$ cat config.mk
export PLATFORM = sky130hd
export DESIGN_NAME = uart_tx_fifo
export DESIGN_NICKNAME = d
export VERILOG_FILES = /design/src/rtl/uart_tx_fifo.sv
export SDC_FILE = /design/constraint.sdc
export NUM_CORES = 1
export LEC_CHECK = 0
export CAP_MARGIN = 10
export CORE_ASPECT_RATIO = 0.75
export CORE_MARGIN = 3
export CORE_UTILIZATION = 35
export DETAILED_ROUTE_END_ITERATION = 7
export GPL_ROUTABILITY_DRIVEN = 0
export PLACE_DENSITY = 0.57
export SLEW_MARGIN = 15
export SYNTH_ARGS = -nofsm -noshare
export SYNTH_HDL_FRONTEND = slang
export SYNTH_SLANG_ARGS = --single-unit
$ cat constraint.sdc
create_clock -name clk -period 3.3 [get_ports clk]
set_input_delay 0.33 -clock clk [delete_from_list [all_inputs] [get_ports clk]]
set_output_delay 0.33 -clock clk [all_outputs]
set_load 0.02 [all_outputs]
$ cat src/rtl/uart_tx_fifo.sv
// Transmit FIFO sitting between the UART register interface and the transmitter.
// Show-ahead head entry, occupancy count, threshold interrupt and sticky overflow flag.
module uart_tx_fifo #(
  parameter int DATA_WIDTH = 8,
  parameter int ADDR_WIDTH = 4
) (
  input  logic                  clk,
  input  logic                  rst_n,
  input  logic                  wr_en,
  input  logic [DATA_WIDTH-1:0] wr_data,
  input  logic                  fifo_clr,
  input  logic                  tx_done,
  input  logic [ADDR_WIDTH-1:0] thr_level,
  input  logic                  ov_clr,
  output logic [DATA_WIDTH-1:0] tx_data,
  output logic                  tx_empty_status,
  output logic                  tx_full,
  output logic [ADDR_WIDTH:0]   tx_count,
  output logic                  tx_thr_int,
  output logic                  ov_err
);

  localparam int DEPTH = 1 << ADDR_WIDTH;
  localparam logic [ADDR_WIDTH:0]   CNT_DEPTH = {1'b1, {ADDR_WIDTH{1'b0}}};
  localparam logic [ADDR_WIDTH:0]   CNT_ONE   = {{ADDR_WIDTH{1'b0}}, 1'b1};
  localparam logic [ADDR_WIDTH:0]   CNT_ZERO  = {(ADDR_WIDTH+1){1'b0}};
  localparam logic [ADDR_WIDTH-1:0] PTR_ONE   = {{(ADDR_WIDTH-1){1'b0}}, 1'b1};
  localparam logic [ADDR_WIDTH-1:0] PTR_ZERO  = {ADDR_WIDTH{1'b0}};

  logic [DATA_WIDTH-1:0] mem [DEPTH];
  logic [ADDR_WIDTH-1:0] wr_ptr_r;
  logic [ADDR_WIDTH-1:0] rd_ptr_r;
  logic [ADDR_WIDTH:0]   count_r;
  logic                  ov_err_r;

  logic                  empty_s;
  logic                  full_s;
  logic                  wr_ok_s;
  logic                  rd_ok_s;
  logic                  ov_set_s;
  logic [ADDR_WIDTH:0]   count_nxt_s;

  assign empty_s  = (count_r == CNT_ZERO);
  assign full_s   = (count_r == CNT_DEPTH);
  assign wr_ok_s  = wr_en & ~full_s;
  assign rd_ok_s  = tx_done & ~empty_s;
  assign ov_set_s = wr_en & full_s;

  // Next occupancy from the accepted write/pop pair
  always_comb begin
    count_nxt_s = count_r;
    case ({wr_ok_s, rd_ok_s})
      2'b10:   count_nxt_s = count_r + CNT_ONE;
      2'b01:   count_nxt_s = count_r - CNT_ONE;
      default: count_nxt_s = count_r;
    endcase
  end

  // Pointer, count and overflow state; fifo_clr overrides any concurrent traffic
  always_ff @(posedge clk or negedge rst_n) begin
    if (!rst_n) begin
      wr_ptr_r <= PTR_ZERO;
      rd_ptr_r <= PTR_ZERO;
      count_r  <= CNT_ZERO;
      ov_err_r <= 1'b0;
    end else if (fifo_clr) begin
      wr_ptr_r <= PTR_ZERO;
      rd_ptr_r <= PTR_ZERO;
      count_r  <= CNT_ZERO;
      ov_err_r <= 1'b0;
    end else begin
      if (wr_ok_s) begin
        wr_ptr_r <= wr_ptr_r + PTR_ONE;
      end else begin
        wr_ptr_r <= wr_ptr_r;
      end
      if (rd_ok_s) begin
        rd_ptr_r <= rd_ptr_r + PTR_ONE;
      end else begin
        rd_ptr_r <= rd_ptr_r;
      end
      count_r <= count_nxt_s;
      // Setting wins over a same-cycle clear so no overflow event is lost
      if (ov_set_s) begin
        ov_err_r <= 1'b1;
      end else if (ov_clr) begin
        ov_err_r <= 1'b0;
      end else begin
        ov_err_r <= ov_err_r;
      end
    end
  end

  // Storage array is deliberately left unreset; occupancy alone defines validity
  always_ff @(posedge clk) begin
    if (wr_ok_s && !fifo_clr) begin
      mem[wr_ptr_r] <= wr_data;
    end
  end

  assign tx_data         = empty_s ? {DATA_WIDTH{1'b0}} : mem[rd_ptr_r];
  assign tx_empty_status = empty_s;
  assign tx_full         = full_s;
  assign tx_count        = count_r;
  assign tx_thr_int      = (count_r <= {1'b0, thr_level});
  assign ov_err          = ov_err_r;

endmodule

**Run 1: placed cells, one colour a class**

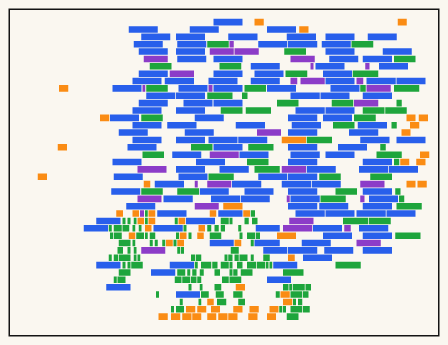
| colour | class | cells |
|---|---|---|
| purple | clock drivers and dummy loads | 32 |
| green | combinational and other logic | 164 |
| orange | other buffers and delay cells | 56 |
| blue | flops | 142 |

**Run 1: sequential cells grouped by signal name**

The bar under the picture is 50 µm long. Other sequential cells in the stronger grey, the rest of the logic in the fainter grey.
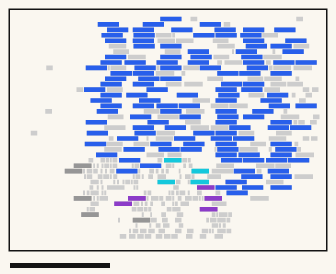
| colour | name in the netlist | placed flops |
|---|---|---|
| blue | `mem` | 128 |
| cyan | `rd_ptr_r` | 4 |
| purple | `tx_count` | 5 |

==> reports/metrics.cfg, run 1 <==
[run]
warnings = 29
drv_cap = 0

[critical_path]
worst_path_largest_cell_delay_ns = 0.57
cpLargestDelayFamily = multiplexers
cp.depth = 5
cp_data_required_time_ns = 2.97
r2r-start = tx_count[0]
cp-startpoint = rd_ptr_r[0]
regToRegSetupSlack_ns = 0.60
critical_path.endpoint = tx_data[1]
cp_slowest_cell = mux4_1
critPathArrivalTime_ns = 2.84

[placed_design]
io_buffers = 34
placed_area_um2 = 6715

[routing]
wl_met1_um = 6208
routedWlPerCell_um = 21.65
vias = 3135
wl_um = 13180
ant_nets = 0
wl_met2_um = 6047

[floorplan]
die_w_um = 158.1
dieArea_um2 = 18990

[final_timing]
setup-tns-final_ns = 0
rsz0062_at_grt = false
report.final.hold_viol_count = 0
hold_slack_ns = 0.3294
slew_viol_final = 0
setup_viol = 0
worstMarginPinSlew_ns = 0.6863

[cts]
cts.sinks = 142
path_clk_slew_ns = 0.06
cts_buffer_depth = 2
root_buffer = clkbuf_16
htreeDepth = 4
cts_made_buffers = 17
ctsResizeCount = 0
cts_tree = done

[global_routing]
grt-ovfl-total = 0
antenna_found_initial = 0
grt_pass1_vias = 3276

[pwr]
power_density_nw_per_um2 = 762.8
combPwrFrac = 0.287
swShare = 0.2852
powerComb_mw = 1.60
pg_clk_mw = 1.86
clock_power_share = 0.333
power.share.sequential = 0.380
maxPowerGroup = sequential cells
switchingPower_mw = 1.592

[logic_synthesis]
synthesis.area_um2 = 6073
yosysSeqAreaShare = 0.6906
yosys.area_share.adder = 0.02266
netlist_top_cells_count = 128 x edfxtp_1, 32 x nor2_1, 26 x mux4_2
synthCells = 322
synthXorXnorAreaFrac = 0.01298
synth_area_leader_cell = edfxtp_1
fp_nets = 351
yosys_area_um2 = 6073
ys_async_sr_fraction = 0.09859
most_common_cell = edfxtp_1
ys_ff = 142
top_cell_area_share = 0.6329

[finish]
drive_gt1_frac = 0.2157
utilization = 0.4323
mostFrequentLayoutCells = 128 x edfxtp_1, 34 x clkdlybuf4s50_1, 32 x nor2_1

[outcome]
status = finished clean

**Run 1: M3 wires**

The bar under the picture is 50 µm long.
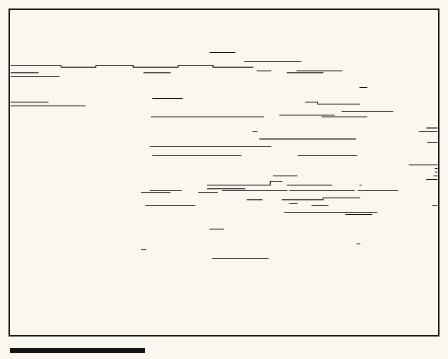
nets with wire on the layer: 36
share of all routed wire: 6.3%
main direction: horizontal
longest straight run: 44.6 µm

==> run 1: layout make-up <==
| type | count | area, µm² | share of cell area |
|---|---|---|---|
| repair buffers | 56 | 548.0 | 0.07488 |
| clock inverters | 15 | 152.6 | 0.02086 |
| inverters | 11 | 41.29 | 0.005642 |
| clock buffers | 17 | 425.4 | 0.05813 |
| multi-input cells | 153 | 1687 | 0.2305 |
| well taps | 215 | 269.0 | 0.03676 |
| flip-flops and latches | 142 | 4195 | 0.5733 |
==> run 1: registers in the layout, summed over array words and instances (netlist names) <==
signal,flops
mem,128
tx_count,5
rd_ptr_r,4
wr_ptr_r,4
ov_err,1
==> run 1: metal layers <==
layer | vias up | global-route usage
met5 | - | 0
met4 | 0 | 0.04030
met3 | 9 | 0.04758
met2 | 99 | 0.2136
met1 | 1618 | 0.2216
li1 | 1409 | -
**Run 1: placed standard cells**

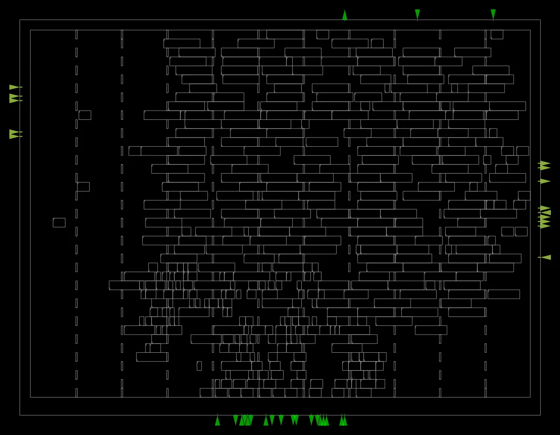

## Run 2: what changed since run 1
--- a/config.mk
+++ b/config.mk
@@ -8,10 +8,10 @@
 export CAP_MARGIN = 10
 export CORE_ASPECT_RATIO = 0.75
 export CORE_MARGIN = 3
-export CORE_UTILIZATION = 35
+export CORE_UTILIZATION = 30
 export DETAILED_ROUTE_END_ITERATION = 7
 export GPL_ROUTABILITY_DRIVEN = 0
-export PLACE_DENSITY = 0.57
+export PLACE_DENSITY = 0.51
 export SLEW_MARGIN = 15
 export SYNTH_ARGS = -nofsm -noshare
 export SYNTH_HDL_FRONTEND = slang
**Run 2: placed standard cells**

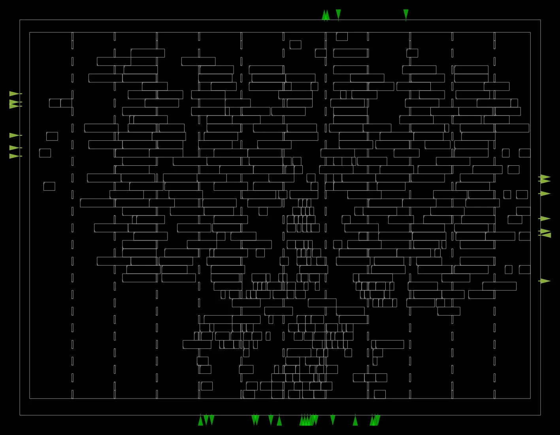
Layout Cells excl Fill: 651
fillers: 1,790
flop share of the area: 0.5689
flop count: 142
Rows: 44

==> run 2 against run 1 <==
Against the previous run: worst setup slack improved by 0.026 ns; area after synthesis unchanged; fmax increased by 0.82%; cell area increased by 0.77%; cell count increased by 6.9%; die area increased by 16%; via count decreased by 1.4%; clock skew increased by 0.0030 ns; sequential power about the same; sequential cell count unchanged; core utilization decreased by 5.6 points; largest cell class unchanged.
==> reports/metrics.cfg, run 2 <==
[logic_synthesis]
most_common_cell = edfxtp_1
yosys.area_share.adder = 0.02266  ; unchanged
ys_warn_count = 0
yosys_area_um2 = 6073  ; unchanged
top_cell_area_share = 0.6329  ; unchanged
synthCells = 322  ; unchanged
yosysSeqAreaShare = 0.6906  ; unchanged
synthesis.area_um2 = 6073  ; unchanged
ys_async_sr_fraction = 0.09859  ; unchanged
synth_area_leader_cell = edfxtp_1
fp_nets = 351  ; unchanged
synthXorXnorAreaFrac = 0.01298  ; unchanged

[finish]
nonClkBufAreaFrac = 0.08110  ; +0.006215
largest_reg_flops = 128  ; unchanged
comb_area_share = 0.2287  ; -0.001759
regMostFlops = mem
logic_area_um2 = 1687  ; unchanged
clock_buffers = 21  ; +4
num-nonclk-buffers = 62  ; +11%
utilization = 0.3763  ; -0.05602
nNonClkInverters = 11  ; unchanged
largest_cell_class = registers

[final_timing]
hold_slack_ns = 0.3150  ; -0.01437 ns
setup_viol = 0  ; unchanged
rsz0062_at_grt = false
setup-tns-final_ns = 0  ; unchanged
worstMarginPinSlew_ns = 0.7191  ; +0.03275 ns
report.final.hold_viol_count = 0  ; unchanged
slew_viol_final = 0  ; unchanged

[pwr]
swShare = 0.2825  ; -0.002751
switchingPower_mw = 1.544  ; -3.0%
power_density_nw_per_um2 = 741.2  ; -2.8%
powerComb_mw = 1.60  ; about the same
combPwrFrac = 0.293  ; +0.006
clock_power_share = 0.319  ; -0.014
pg_clk_mw = 1.74  ; -6%
maxPowerGroup = sequential cells
power.share.sequential = 0.388  ; +0.008

[cts]
root_buffer = clkbuf_16
cts_tree = done
htreeDepth = 4  ; unchanged
cts_buffer_depth = 2  ; unchanged
path_clk_slew_ns = 0.05  ; about the same
cts.sinks = 142  ; unchanged

[global_routing]
grt_first_pass_wirelength_um = 20010
grt_pass1_vias = 3230  ; -1.4%
grt-ovfl-total = 0  ; unchanged
antenna_found_initial = 0  ; unchanged

[placed_design]
io_buffers = 34  ; unchanged
placed_area_um2 = 6808  ; +1.4%

[critical_path]
critPathArrivalTime_ns = 2.82  ; -0.02 ns
cp_slowest_cell = mux4_2
cp_data_required_time_ns = 2.97  ; about the same
worst_path_largest_cell_delay_ns = 0.58  ; about the same
cpLargestDelayFamily = multiplexers
path_class = register to output port

[floorplan]
dieArea_um2 = 22010  ; +16%
nWellTaps = 253  ; +18%
die_w_um = 170.3  ; +7.7%

[routing]
vias = 3090  ; -1.4%
ant_nets = 0  ; unchanged
routedWlPerCell_um = 20.16  ; -6.9%
wl_um = 13130  ; -0.43%

[outcome]
status = finished clean

[run]
drv_cap = 0  ; unchanged

**Run 2: M3 wires**

The bar under the picture is 50 µm long.
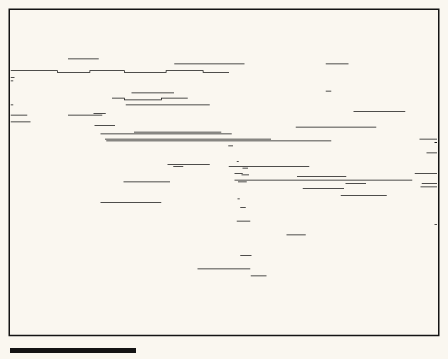
longest straight run: 89.2 µm
nets with wire on the layer: 40
main direction: horizontal
share of all routed wire: 6.7%

[run 2: per-layer routing]
metal,vias to the layer above,global-route usage,routed length (µm)
li1,1415,-,-
met1,1575,0.1813,6234
met5,-,0,0
met4,0,0.04673,110
met3,8,0.03355,872
met2,92,0.1859,5909
[run 2: timing repair]
action / in CTS / in global routing
setup buffers: 0 / 0
gates resized: 0 / 2
setup endpoints to repair: 0 / 3
[run 2: worst paths after layout]
check	startpoint	to	slack, ns	cells past startpoint
hold / removal	rst_n	tx_count[1]	0.32	1
hold reg to reg	ov_err	ov_err	0.52	2
setup reg to reg	tx_count[1]	tx_count[4]	0.74	9
setup / recovery	rd_ptr_r[0]	tx_data[7]	0.15	5
max in group asynchronous	rst_n	rd_ptr_r[0]	2.52	1
min in group clk	ov_err	ov_err	0.52	2
**Run 2: sequential cells grouped by signal name**

The bar under the picture is 50 µm long. Other sequential cells in the stronger grey, the rest of the logic in the fainter grey.
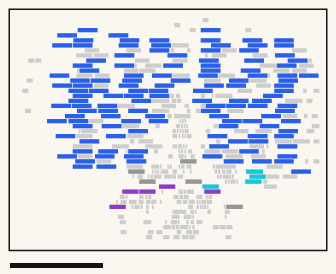

## Run 3: what changed since run 2
--- a/config.mk
+++ b/config.mk
@@ -11,8 +11,10 @@
 export CORE_UTILIZATION = 30
 export DETAILED_ROUTE_END_ITERATION = 7
 export GPL_ROUTABILITY_DRIVEN = 0
+export MAX_ROUTING_LAYER = met4
 export PLACE_DENSITY = 0.51
 export SLEW_MARGIN = 15
 export SYNTH_ARGS = -nofsm -noshare
 export SYNTH_HDL_FRONTEND = slang
 export SYNTH_SLANG_ARGS = --single-unit
+export TNS_END_PERCENT = 50
**Run 3: sequential cells grouped by signal name**

The bar under the picture is 50 µm long. Other sequential cells in the stronger grey, the rest of the logic in the fainter grey.
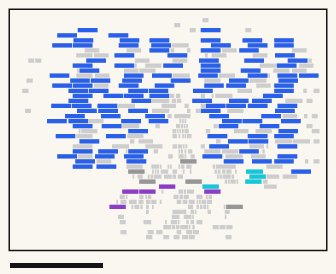
| colour | name in the netlist | placed flops |
|---|---|---|
| cyan | `rd_ptr_r` | 4 |
| blue | `mem` | 128 |
| purple | `tx_count` | 5 |
not coloured: 5

==> run 3 against run 2 <==
Against the previous run: first-iteration DRC count shrank 1.0%; highest routed layer unchanged; core utilization about the same; global-route usage is 0.36 points higher.
==> reports/metrics.cfg, run 3 <==
[critical_path]
cp.depth = 5  ; unchanged
cp-startpoint = rd_ptr_r[0]
cp_slowest_cell = mux4_1
cp_data_required_time_ns = 2.97  ; about the same
critical_path.endpoint = tx_data[2]
r2r_cells = 9  ; unchanged
r2r_end = tx_count[4]
worst_path_largest_cell_delay_ns = 0.58  ; about the same
regToRegSetupSlack_ns = 0.74  ; about the same

[logic_synthesis]
yosysSeqAreaShare = 0.6906  ; unchanged
synthXorXnorAreaFrac = 0.01298  ; unchanged
top_cell_area_share = 0.6329  ; unchanged
ys_warn_count = 0  ; unchanged
yosys.area_share.adder = 0.02266  ; unchanged
ys_async_sr_fraction = 0.09859  ; unchanged
fp_nets = 351  ; unchanged

[routing]
wl_met3_um = 718  ; -18%
wl_um = 13120  ; about the same
vias = 3078  ; -0.39%
wl_met2_um = 5903  ; -0.10%
ant_nets = 0  ; unchanged

[cts]
htreeDepth = 4  ; unchanged
path_clk_slew_ns = 0.05  ; about the same
cts_buffer_depth = 2  ; unchanged
root_buffer = clkbuf_16

[final_timing]
rsz0062_at_grt = false
report.final.hold_viol_count = 0  ; unchanged
slew_viol_final = 0  ; unchanged

[global_routing]
grt_util_met2 = 0.1857  ; -0.0002341
grt.busiest_layer = met2
antenna_found_initial = 0  ; unchanged
grt_pass1_vias = 3231  ; +0.031%
grt-ovfl-total = 0  ; unchanged
met3_usage = 0.02867  ; -0.004880

[finish]
nonClkBufAreaFrac = 0.08079  ; -0.0003120
comb_area_share = 0.2288  ; about the same
largest_reg_flops = 128  ; unchanged
flop-count = 142  ; unchanged
sh_seq_area = 0.5691  ; about the same
num-nonclk-buffers = 62  ; unchanged

[pwr]
power_density_nw_per_um2 = 741.8  ; about the same

[floorplan]
die_w_um = 170.3  ; unchanged

[outcome]
status = finished clean

**Run 3: placed standard cells**

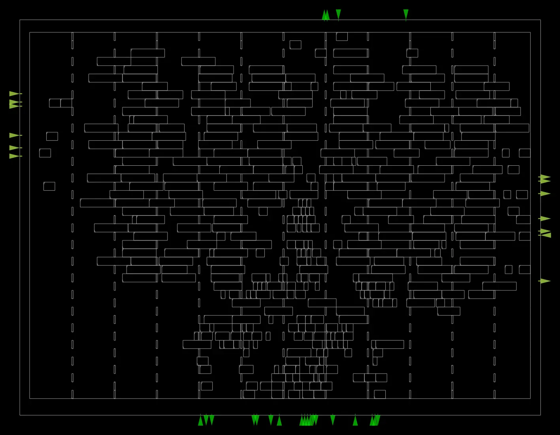
TAP cells: 253
fillers: 1,789

==> run 3: metrics by stage <==
| step | hold WS [ns] | utilization | cells | power [mW] |
|---|---|---|---|---|
| 6_report | 0.3157 | 0.3761 | 651 | 5.469 |
| 5_1_grt | 0.3837 | 0.3761 | 651 | 5.745 |
| 4_1_cts | 0.3396 | 0.3747 | 650 | 5.497 |
| 3_5_place_dp | 0.5119 | 0.3474 | 620 | 3.753 |
| 3_3_place_gp | 0.5093 | 0.3474 | 620 | 3.743 |
| 2_1_floorplan | 0.03441 | - | 322 | 3.239 |
==> run 3: power by group <==
group          total (mW)  switching (mW)  internal, mW
logic                1.61           0.803         0.804
registers            2.12          0.0931          2.03
clock network        1.74           0.649          1.09
total                5.47            1.55          3.92
Power and IR drop assume default switching activity.
